--- config.mk ---
export PLATFORM = sky130hd
export DESIGN_NAME = uart_tx_param
export DESIGN_NICKNAME = d
export VERILOG_FILES = /design/src/rtl/uart_tx_param.sv
export SDC_FILE = /design/constraint.sdc
export NUM_CORES = 1
export LEC_CHECK = 0
export ABC_AREA = 1
export CORE_ASPECT_RATIO = 0.75
export CORE_UTILIZATION = 39
export DETAILED_ROUTE_END_ITERATION = 8
export SETUP_SLACK_MARGIN = 0.15
export SYNTH_ARGS = -nofsm -noshare
export SYNTH_HDL_FRONTEND = slang
export SYNTH_SLANG_ARGS = --single-unit
--- constraint.sdc ---
create_clock -name clk -period 1.95 [get_ports clk]
set_input_delay 0.39 -clock clk [delete_from_list [all_inputs] [get_ports clk]]
set_output_delay 0.39 -clock clk [all_outputs]
set_load 0.1 [all_outputs]
--- src/rtl/uart_tx_param.sv ---
// Parametrised UART transmitter with a valid/ready input, a one-word holding
// buffer and back-to-back frame chaining.
module uart_tx_param #(
  parameter int CLK_DIV   = 16,
  parameter int DATA_BITS = 8,
  parameter int PARITY    = 0,
  parameter int STOP_BITS = 1
) (
  input  logic                 clk,
  input  logic                 rst,
  input  logic [DATA_BITS-1:0] tx_data,
  input  logic                 tx_valid,
  output logic                 tx_ready,
  output logic                 tx_out,
  output logic                 busy,
  output logic                 done
);

  if (CLK_DIV < 2) begin : g_bad_clk_div
    $error("uart_tx_param: CLK_DIV must be >= 2");
  end
  if (DATA_BITS < 5 || DATA_BITS > 9) begin : g_bad_data_bits
    $error("uart_tx_param: DATA_BITS must be in 5..9");
  end
  if (PARITY < 0 || PARITY > 2) begin : g_bad_parity
    $error("uart_tx_param: PARITY must be 0, 1 or 2");
  end
  if (STOP_BITS < 1 || STOP_BITS > 2) begin : g_bad_stop_bits
    $error("uart_tx_param: STOP_BITS must be 1 or 2");
  end

  localparam int DIV_W = (CLK_DIV > 2) ? $clog2(CLK_DIV) : 1;
  localparam int CNT_W = $clog2(DATA_BITS + 1);

  localparam logic [DIV_W-1:0] DIV_LAST  = DIV_W'(CLK_DIV - 1);
  localparam logic [CNT_W-1:0] DATA_LAST = CNT_W'(DATA_BITS - 1);
  localparam logic [CNT_W-1:0] STOP_LAST = CNT_W'(STOP_BITS - 1);

  typedef enum logic [2:0] {
    S_IDLE,
    S_START,
    S_DATA,
    S_PARITY,
    S_STOP
  } state_t;

  state_t               state, state_n;
  logic [DIV_W-1:0]     div_cnt, div_cnt_n;
  logic [CNT_W-1:0]     bit_cnt, bit_cnt_n;
  logic [DATA_BITS-1:0] shift, shift_n;
  logic                 par_acc, par_acc_n;
  logic                 buf_full, buf_full_n;
  logic [DATA_BITS-1:0] buf_data, buf_data_n;

  logic bit_end;
  logic last_stop;
  logic load;
  logic accept;

  assign bit_end   = (div_cnt == DIV_LAST);
  assign last_stop = (state == S_STOP) && bit_end && (bit_cnt == STOP_LAST);
  assign accept    = tx_valid && !buf_full;

  // State, counters, shifter and holding buffer registers.
  always_ff @(posedge clk or negedge rst) begin
    if (!rst) begin
      state    <= S_IDLE;
      div_cnt  <= '0;
      bit_cnt  <= '0;
      shift    <= '0;
      par_acc  <= 1'b0;
      buf_full <= 1'b0;
      buf_data <= '0;
    end else begin
      state    <= state_n;
      div_cnt  <= div_cnt_n;
      bit_cnt  <= bit_cnt_n;
      shift    <= shift_n;
      par_acc  <= par_acc_n;
      buf_full <= buf_full_n;
      buf_data <= buf_data_n;
    end
  end

  // Next-state logic; parity accumulates from the shifter as bits go out.
  always_comb begin
    state_n    = state;
    div_cnt_n  = div_cnt;
    bit_cnt_n  = bit_cnt;
    shift_n    = shift;
    par_acc_n  = par_acc;
    buf_full_n = buf_full;
    buf_data_n = buf_data;
    load       = 1'b0;

    if (state != S_IDLE) begin
      div_cnt_n = bit_end ? '0 : div_cnt + 1'b1;
    end

    unique case (state)
      S_IDLE: begin
        div_cnt_n = '0;
        bit_cnt_n = '0;
        load      = buf_full;
      end
      S_START: begin
        if (bit_end) begin
          state_n   = S_DATA;
          bit_cnt_n = '0;
        end
      end
      S_DATA: begin
        if (bit_end) begin
          par_acc_n = par_acc ^ shift[0];
          shift_n   = {1'b0, shift[DATA_BITS-1:1]};
          if (bit_cnt == DATA_LAST) begin
            bit_cnt_n = '0;
            state_n   = (PARITY != 0) ? S_PARITY : S_STOP;
          end else begin
            bit_cnt_n = bit_cnt + 1'b1;
          end
        end
      end
      S_PARITY: begin
        if (bit_end) begin
          state_n   = S_STOP;
          bit_cnt_n = '0;
        end
      end
      S_STOP: begin
        if (bit_end) begin
          if (bit_cnt == STOP_LAST) begin
            bit_cnt_n = '0;
            state_n   = S_IDLE;
            load      = buf_full;
          end else begin
            bit_cnt_n = bit_cnt + 1'b1;
          end
        end
      end
      default: begin
        state_n = S_IDLE;
      end
    endcase

    // A pending word enters the shifter from IDLE or straight out of the last
    // stop bit, so chained frames leave no idle cycle between them.
    if (load) begin
      state_n    = S_START;
      div_cnt_n  = '0;
      bit_cnt_n  = '0;
      shift_n    = buf_data;
      par_acc_n  = (PARITY == 1);
      buf_full_n = 1'b0;
    end else if (accept) begin
      buf_full_n = 1'b1;
      buf_data_n = tx_data;
    end
  end

  // Serial line level for the current state.
  always_comb begin
    tx_out = 1'b1;
    unique case (state)
      S_START:  tx_out = 1'b0;
      S_DATA:   tx_out = shift[0];
      S_PARITY: tx_out = par_acc;
      default:  tx_out = 1'b1;
    endcase
  end

  assign tx_ready = !buf_full;
  assign busy     = (state != S_IDLE);
  assign done     = last_stop;

endmodule

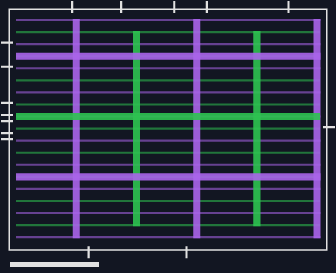
Figure 1: run 1, PDN straps and rails.
The bar under the picture is 20 microns long. Pins as bars on the die edge.
- VDD: green
- VSS: purple
- met4 straps: 5
- signal pins: 15
- rows: 18
- met1 rails: 19
core area: 3356 sq um
maximum VDD drop: 0.0004509 V

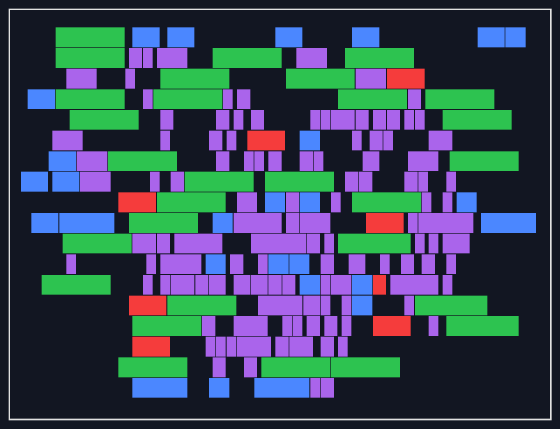
Figure 2: run 1, placement by cell class.
- other buffers and delay cells: blue (cells 27; share of their area 15%)
- clock drivers and dummy loads: red (cells 8; share of their area 5.5%)
- flops: green (cells 29; share of their area 40%)
- combinational and other logic: purple (cells 116; share of their area 39%)
row count: 18
final core occ: 55.93%
sequential share of cell area: 38.87%
Layout Cell Area excl Fill: 1877 sq um

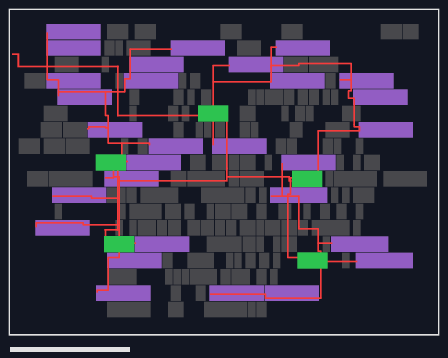
Figure 3: run 1, clock distribution.
The bar under the picture is 20 microns long.
- clock drivers: green (count 5)
- flip-flops: purple (count 29)
- clock wires: red (length 373 microns)
- flops lie: all over the die
- routed clock nets: 6
Clk pwr share: 39.4%
clk pwr: 0.537 mW
clock skew: 0.005002 ns
Latency at later pin: 0.28 ns

==> impl_metrics.json, run 1 <==
{
  "power_mw": 1.363,
  "hold_viol_final": 0,
  "r2r_slack_ns": 0.33,
  "ff_type": "dfrtp_1",
  "port_buffers": 14,
  "regToRegStartpoint": "div_cnt[0]",
  "setup_viol": 0,
  "numCtsBuffers": 5,
  "slew_headroom_pct": 71.85,
  "comb_cells": 105,
  "ys.flops": 29,
  "hold_buffers": 0,
  "startpoint": "state[1]",
  "placed_area_sq_um": 1662,
  "clk_pin_slew_ns": 0.06,
  "tool_warnings": 30,
  "clockBufferCount": 7,
  "outcome": "complete, no violations",
  "initCoreUtil_pct": 41.80,
  "root_buffer": "clkbuf_8",
  "ys_seq_share_pct": 51.74,
  "dpl.cell_count": 200,
  "dr.first_iter.drc_count": 61,
  "die_w_microns": 71.25,
  "synth_top_area_share_pct": 51.74,
  "simple_gate_share_pct": 27.12,
  "worst_hold_slack_ns": 0.4736,
  "crit_arrival_ns": 1.39,
  "synthArstFlopShare_pct": 100.0,
  "switching_share_pct": 22.87,
  "layout-drive-gt1-share_pct": 31.67,
  "drt_first_pass_iters": 4,
  "antenna_found_initial": 0,
  "routedWlPerCell_microns": 13.17,
  "rsz0062_at_grt": "true",
  "whs_path_depth": 1,
  "inv_count": 11,
  "min_path_type": "reg2reg",
  "largestClassByArea": "flip-flops and latches",
  "grt-busiest-layer": "met1",
  "synth.distinct_cells": 25,
  "grt_pass1_vias": 1010,
  "fill_cells": 290,
  "p_sw_mw": 0.3117,
  "top_cell": "nand2_1",
  "seqPwrFrac_pct": 51.4,
  "synth-xor-area-share_pct": 1.873,
  "htree_levels": 2,
  "period_needed_ns": 1.784,
  "ios": 15,
  "critPathCapture": "done",
  "sh_comb_area_pct": 35.60,
  "period_used_pct": 91.46,
  "cts_buffer_depth": 2,
  "cts.sinks": 29,
  "max-cap-violations": 0,
  "setup_ws_ns": 0.1664,
  "synthTopLogicFamily": "simple AND/OR/NAND/NOR gates",
  "instances_no_fill": 220,
  "drcViolationCount": 0,
  "fmax_ghz": 0.5607,
  "worst_slew_pin_slew_ns": 0.4178,
  "grt_max_degree": 30,
  "grt.met3_usage_pct": 5.056,
  "leakage_nw": 0.8649,
  "dpl_worst_slack_ns": 0.1935,
  "bufAreaShareNonClock_pct": 14.80,
  "end_kind": "output pin",
  "grt_pass1_wl_mm": 4.850,
  "overflow": 0,
  "synth.avg_cell_area_sq_um": 9.607,
  "r2r_cells": 8,
  "timing.rr.end": "state[2]",
  "common_cells": "nand2_1 (33), dfrtp_1 (29), nand3_1 (25)",
  "grt_use_total_pct": 17.39,
  "aoi_share_pct": 7.047,
  "n_antenna_cell": 0,
  "cp_data_required_time_ns": 1.56,
  "nets": 193,
  "globalplace.congestion": 0.7745,
  "syn2layout_area_growth_pct": 33.81
}
-- run 1: power groups by stage --
| stage | clock network (mW) | logic [mW] | registers (mW) |
|---|---|---|---|
| 3_3_place_gp | 0 | 0.122 | 0.708 |
| 2_1_floorplan | 0 | 0.0748 | 0.695 |
| 3_5_place_dp | 0 | 0.128 | 0.712 |
| 5_1_grt | 0.592 | 0.139 | 0.706 |
| 4_1_cts | 0.555 | 0.129 | 0.700 |
| 6_report | 0.537 | 0.126 | 0.701 |
-- run 1: cell usage in the layout, fill, tap and decap left out --
cell type,instances
nand2_1,32
dfrtp_1,26
nand3_1,25
buf_4,13
clkdlybuf4s50_1,10
nor2_1,7
mux2_2,7
clkbuf_8,7
a21oi_1,6
inv_1,5
o21ai_0,5
nand2_2,4
buf_12,4
inv_2,3
nand3_4,3
dfrtp_2,3
inv_4,2
xnor2_1,2
ha_1,2
clkinvlp_4,1
nor2_4,1
nor3_2,1
a21oi_2,1
o22ai_4,1
nor3_4,1
o21ai_1,1
nor2_8,1
o211ai_1,1
xor2_1,1
o21ai_2,1
o21bai_2,1
ha_2,1
clkinv_2,1
-- run 1: metal layers --
layer	vias to the layer above	routed length, microns
met5	-	0
met4	0	33
met3	7	89
met2	15	1265
met1	530	1508
li1	563	-
-- run 1: flip-flops by register name, indices dropped and copies added, names as in the netlist --
signal and cells:
buf_data 8, shift 8, state 3, buf_full 1, bit_cnt 4, par_acc 1, div_cnt 4
-- run 1: what timing repair did --
item | CTS | global route
gates cloned | 0 | 0
endpoints found under the setup margin | 2 | 10
gates resized | 7 | 2
pin swaps | 2 | 2
buffers inserted | 5 | 7
-- run 1: worst max-delay path: stages, from the launching register on --
cell     delay, ns
dfrtp_2       0.47
nor2_4        0.15
nand2_2       0.08
nor3_4        0.22
buf_12        0.20
Figure 4. Clock wiring as the flow saved it (run 1).
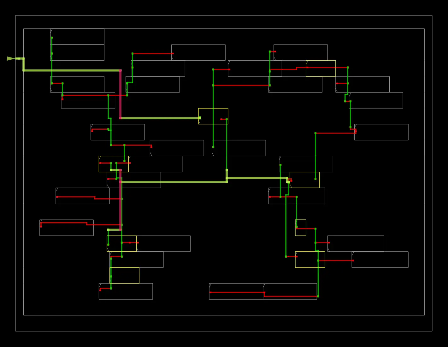

==> run 2: changes to the inputs <==
--- a/config.mk
+++ b/config.mk
@@ -7,6 +7,7 @@
 export LEC_CHECK = 0
 export ABC_AREA = 1
 export CORE_ASPECT_RATIO = 0.75
+export CORE_MARGIN = 1.5
 export CORE_UTILIZATION = 39
 export DETAILED_ROUTE_END_ITERATION = 8
 export SETUP_SLACK_MARGIN = 0.15
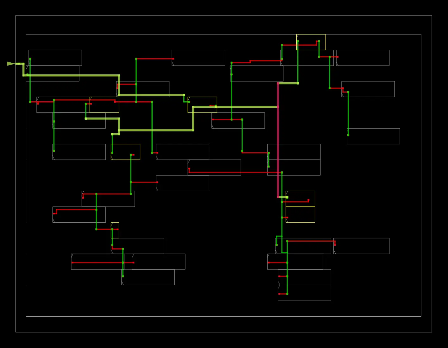
Figure 5: run 2, clock wiring as the flow saved it.
clk_buf instances: 7
Latency at later pin: 0.27 ns

==> impl_metrics.json, run 2 <==
{
  "layout-drive-gt1-share_pct": 29.55,
  "core_sq_um": 3356,
  "grt_pass1_wl_mm": 5.023,
  "synth.avg_cell_area_sq_um": 9.607,
  "drt_first_pass_iters": 4,
  "outcome": "complete, no violations",
  "worst_hold_slack_ns": 0.4920,
  "cts.sinks": 29,
  "regToRegStartpoint": "div_cnt[1]",
  "seq_area_share_pct": 39.31,
  "dr.first_iter.drc_count": 63,
  "syn2layout_area_growth_pct": 32.29,
  "aoi_share_pct": 7.047,
  "synth-xor-area-share_pct": 1.873,
  "port_buffers": 14,
  "root_buffer": "clkbuf_8",
  "numCtsBuffers": 5,
  "r2r_slack_ns": 0.31,
  "grt_use_total_pct": 17.30,
  "nets": 190,
  "peakVddDrop_v": 0.0006716,
  "top_cell": "nand2_1",
  "globalplace.congestion": 0.7656,
  "crit_arrival_ns": 1.41,
  "synthArstFlopShare_pct": 100.0,
  "inv_count": 11,
  "r2r_cells": 8,
  "fill_cells": 297,
  "ys_seq_share_pct": 51.74,
  "min_path_type": "reg2reg",
  "n_antenna_cell": 0,
  "hold_viol_final": 0,
  "tool_warnings": 30,
  "end_kind": "output pin",
  "period_used_pct": 92.14,
  "synth_top_area_share_pct": 51.74,
  "overflow": 0,
  "period_needed_ns": 1.797,
  "largestClassByArea": "flip-flops and latches",
  "simple_gate_share_pct": 27.12
}
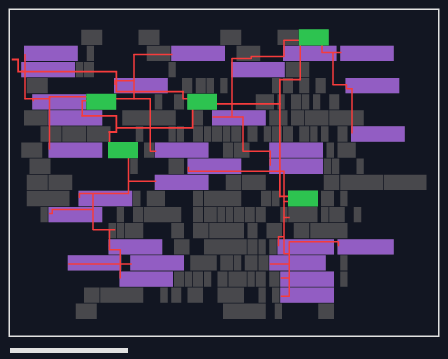
Figure 6: run 2, clock distribution.
The bar under the picture is 20 microns long.
clk pwr: 0.491 mW
Clk pwr share: 37.3%
clock skew: 0.001909 ns

==> run 2: power by group <==
part / internal [mW] / total, mW / switching, mW
Combinational: 0.0694 / 0.126 / 0.0566
Sequential: 0.664 / 0.698 / 0.0339
Clock: 0.279 / 0.491 / 0.212
Total: 1.01 / 1.31 / 0.302
==> run 2: worst max path at each step <==
stage,endpoint,slack (ns),start
6_report,done,0.15,div_cnt[1]
4_1_cts,tx_out,0.15,state[2]
5_1_grt,done,0.1,div_cnt[0]
3_3_place_gp,state[1],0.30,div_cnt[0]
2_1_floorplan,done,0.04,div_cnt[0]
3_5_place_dp,state[2],0.22,div_cnt[0]
==> run 2: routing by layer <==
metal,track usage (%),vias up,routed length [microns]
li1,-,553,-
met1,23.64,524,1449
met2,27.01,28,1428
met3,5.435,3,136
met4,4.717,0,19
met5,0,-,0
==> run 2: critical path: stages (launching register included) <==
cell and delay, ns:
dfrtp_1 0.41, ha_4 0.18, nand3_4 0.10, nor3_4 0.24
buf_12 0.20
==> run 2: metrics by stage <==
stage	cells	total power [mW]	area [sq um]	setup WS, ns
4_1_cts	212	1.331	1808	0.1481
6_report	216	1.315	1856	0.1532
3_3_place_gp	200	0.8303	1662	0.3039
2_1_floorplan	146	0.7702	1435	0.03818
3_5_place_dp	200	0.8390	1662	0.2234
5_1_grt	216	1.374	1856	0.09958
==> run 2: repair_timing <==
item / CTS / global route
gates resized: 8 / 3
gates cloned: 0 / 0
buffers inserted: 5 / 4
pin swaps: 2 / 3
endpoints found under the setup margin: 2 / 4
hold buffers: 0 / 0
Figure 7. Placement by cell class (run 2).
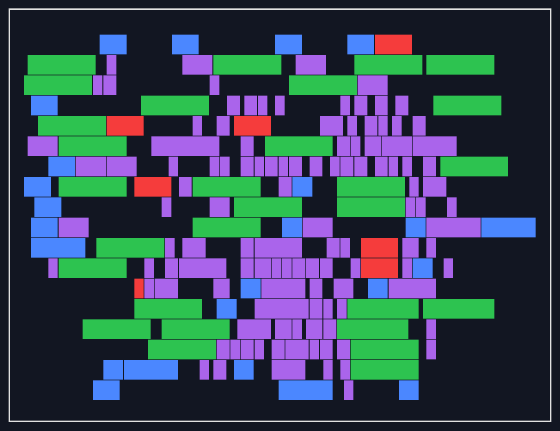

==> run 3: changes to the inputs <==
--- a/config.mk
+++ b/config.mk
@@ -5,7 +5,6 @@
 export SDC_FILE = /design/constraint.sdc
 export NUM_CORES = 1
 export LEC_CHECK = 0
-export ABC_AREA = 1
 export CORE_ASPECT_RATIO = 0.75
 export CORE_MARGIN = 1.5
 export CORE_UTILIZATION = 39
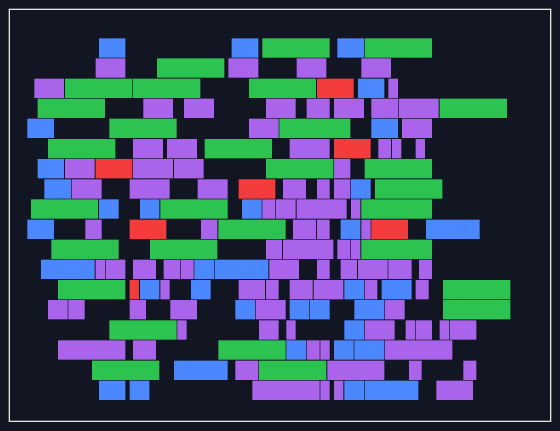
Figure 8: run 3, placement by cell class.
- other buffers and delay cells: blue (cells 35; share of their area 18%)
- combinational and other logic: purple (cells 89; share of their area 40%)
- clock drivers and dummy loads: red (cells 7; share of their area 4.4%)
- flops: green (cells 29; share of their area 37%)
final core occ: 59.75%
core area: 3401 sq um
sequential share of cell area: 35.90%
Layout Cell Area excl Fill: 2032 sq um

==> impl_metrics.json, run 3 <==
{
  "aoi_share_pct": 8.574,
  "synth.avg_cell_area_sq_um": 11.72,
  "cts.sinks": 29,
  "crit_family": "simple AND/OR/NAND/NOR gates",
  "cp_data_required_time_ns": 1.56,
  "violations": "negative setup slack",
  "crit_arrival_ns": 1.74,
  "switching_share_pct": 34.44,
  "grt_pass1_wl_mm": 4.781,
  "p_sw_mw": 0.9739,
  "placed_area_sq_um": 1740,
  "setup_viol": 8,
  "critPathBufInv": 3,
  "max-cap-violations": 0,
  "drcViolationCount": 0,
  "ys_seq_share_pct": 50.74,
  "row_count": 18,
  "synthTopLogicFamily": "multiplexers",
  "simple_gate_share_pct": 13.21,
  "dpl_worst_slack_ns": -0.02945,
  "layout-drive-gt1-share_pct": 50.00,
  "slew_headroom_pct": 75.01,
  "synth.distinct_cells": 39,
  "cts_buffer_depth": 2,
  "end_kind": "output pin",
  "ios": 15,
  "worst_slew_pin_slew_ns": 0.3749,
  "comb_power_share_pct": 45.8,
  "common_cells": "dfrtp_1 (29), mux2_2 (18), inv_1 (8)",
  "grt_pass1_vias": 1035,
  "outcome": "finished with violations",
  "grt_use_total_pct": 15.32,
  "lay_top_count": "dfrtp_1",
  "fmax_ghz": 0.4698,
  "path_cells": "inv_2, ha_4, or3b_4, buf_6, nor4_4, buf_12",
  "instances_no_fill": 210,
  "synth_top_area_share_pct": 50.74,
  "clk_latency_ns": 0.27,
  "drt_first_pass_iters": 4,
  "tool_warnings": 30,
  "hold_viol_final": 0,
  "internal_power_mw": 1.854,
  "max_stage_delay_ns": 0.39,
  "root_buffer": "clkbuf_8",
  "seqPwrFrac_pct": 36.7,
  "dr.first_iter.drc_count": 43,
  "power_mw": 2.828,
  "top_regs": "buf_data (8), shift (8)",
  "numCtsBuffers": 5,
  "peakVddDrop_v": 0.0007436,
  "ff_type": "dfrtp_1",
  "antenna_found_initial": 0,
  "globalplace.congestion": 0.8802,
  "setup_ws_ns": -0.1788,
  "nets": 174,
  "overflow": 0,
  "synth-xor-area-share_pct": 1.225,
  "period_needed_ns": 2.129,
  "clk_pin_slew_ns": 0.06,
  "top_cell": "dfrtp_1",
  "synthArstFlopShare_pct": 100.0,
  "ys.flops": 29,
  "leakage_nw": 0.8761,
  "syn2layout_area_growth_pct": 42.08,
  "pwr-share-clk_pct": 17.5
}
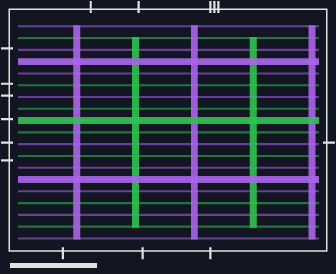
Figure 9: run 3, PDN straps and rails.
The bar under the picture is 20 microns long. Pins as bars on the die edge.
- VDD: green
- VSS: purple
- met4 straps: 5
- met1 rails: 19
- rows: 18
- signal pins: 15
chip width: 72.93 microns
Die Span Y: 55.44 microns

[run 3: final cells by class]
class / count / area, sq um / area share [%]
multi-input combinational: 81 / 759.5 / 37.38
sequential: 29 / 729.5 / 35.90
timing repair buffer: 35 / 361.6 / 17.80
clock buffer: 7 / 86.33 / 4.249
tap: 50 / 62.56 / 3.079
inverter: 8 / 32.53 / 1.601
[run 3: logic make-up after synthesis]
group / after synthesis
muxes: 23
DFF: 29
adders and majority gates: 4
buffers and inverters: 12
AOI/OAI and AO/OA: 20
and+or+nand+nor: 32
xor gates and xnor gates: 2
[run 3: power groups by stage]
stage               combinational, mW  clock, mW  sequential, mW
floorplan                       0.765          0           0.977
global placement                 1.01          0            1.01
detailed placement               1.04          0            1.03
CTS                              1.12      0.503            1.02
global route                     1.41      0.543            1.08
finish                           1.30      0.494            1.04
[run 3: routing by layer]
metal,vias up,part of all wire (%),track usage [%]
met2,19,46,22.54
met5,-,0,0
met1,528,50,20.86
met4,0,0.62,4.043
li1,507,-,-
met3,4,3.9,6.204
[run 3: repair_timing]
| action | in CTS | in global routing |
|---|---|---|
| resized | 11 | 20 |
| setup buffers | 3 | 10 |
| pin swaps | 3 | 6 |
| endpoints found under the setup margin | 10 | 18 |
| endpoints found under the hold margin | 0 | 0 |
[run 3: final timing paths]
kind                            cells after the start        start  slack [ns]         end
worst max-delay path                                6   bit_cnt[0]       -0.18        done
worst min-delay path                                2          rst        0.50  div_cnt[2]
worst max register to register                      9   bit_cnt[0]       -0.09    shift[1]
worst min register to register                      1  buf_data[0]        0.50    shift[0]
max in group asynchronous                           2          rst        1.16    state[1]
min in group clk                                    1  buf_data[0]        0.50    shift[0]

==> layout pictures side by side <==
Metal layers overlaid.
The bar under the picture is 20 microns long.
image #1
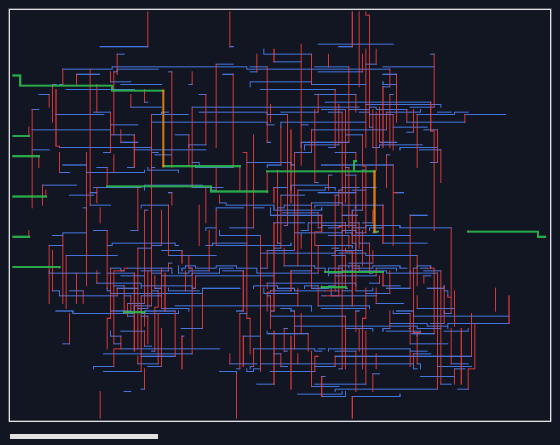
image #2
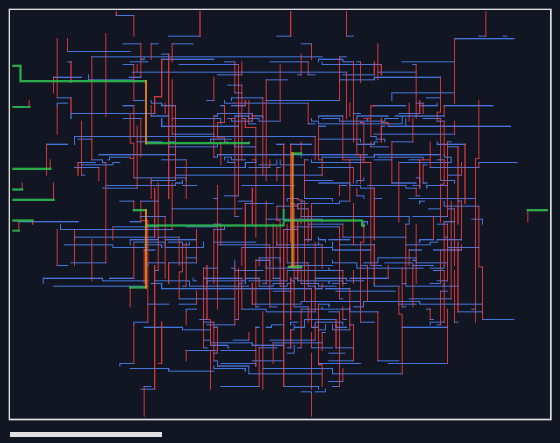
image #3
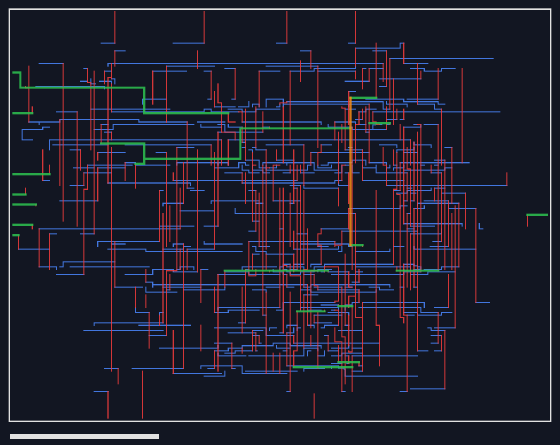
Run 2 is image #3.
Run 3 is image #1.
Run 1 is image #2.

Key to image #2:
- metal 4: orange (wire length 33.3 microns)
- metal 1: blue (wire length 1,510 microns)
- metal 3: green (wire length 89.9 microns)
- metal 2: red (wire length 1,270 microns)

Power and IR drop assume default switching activity.
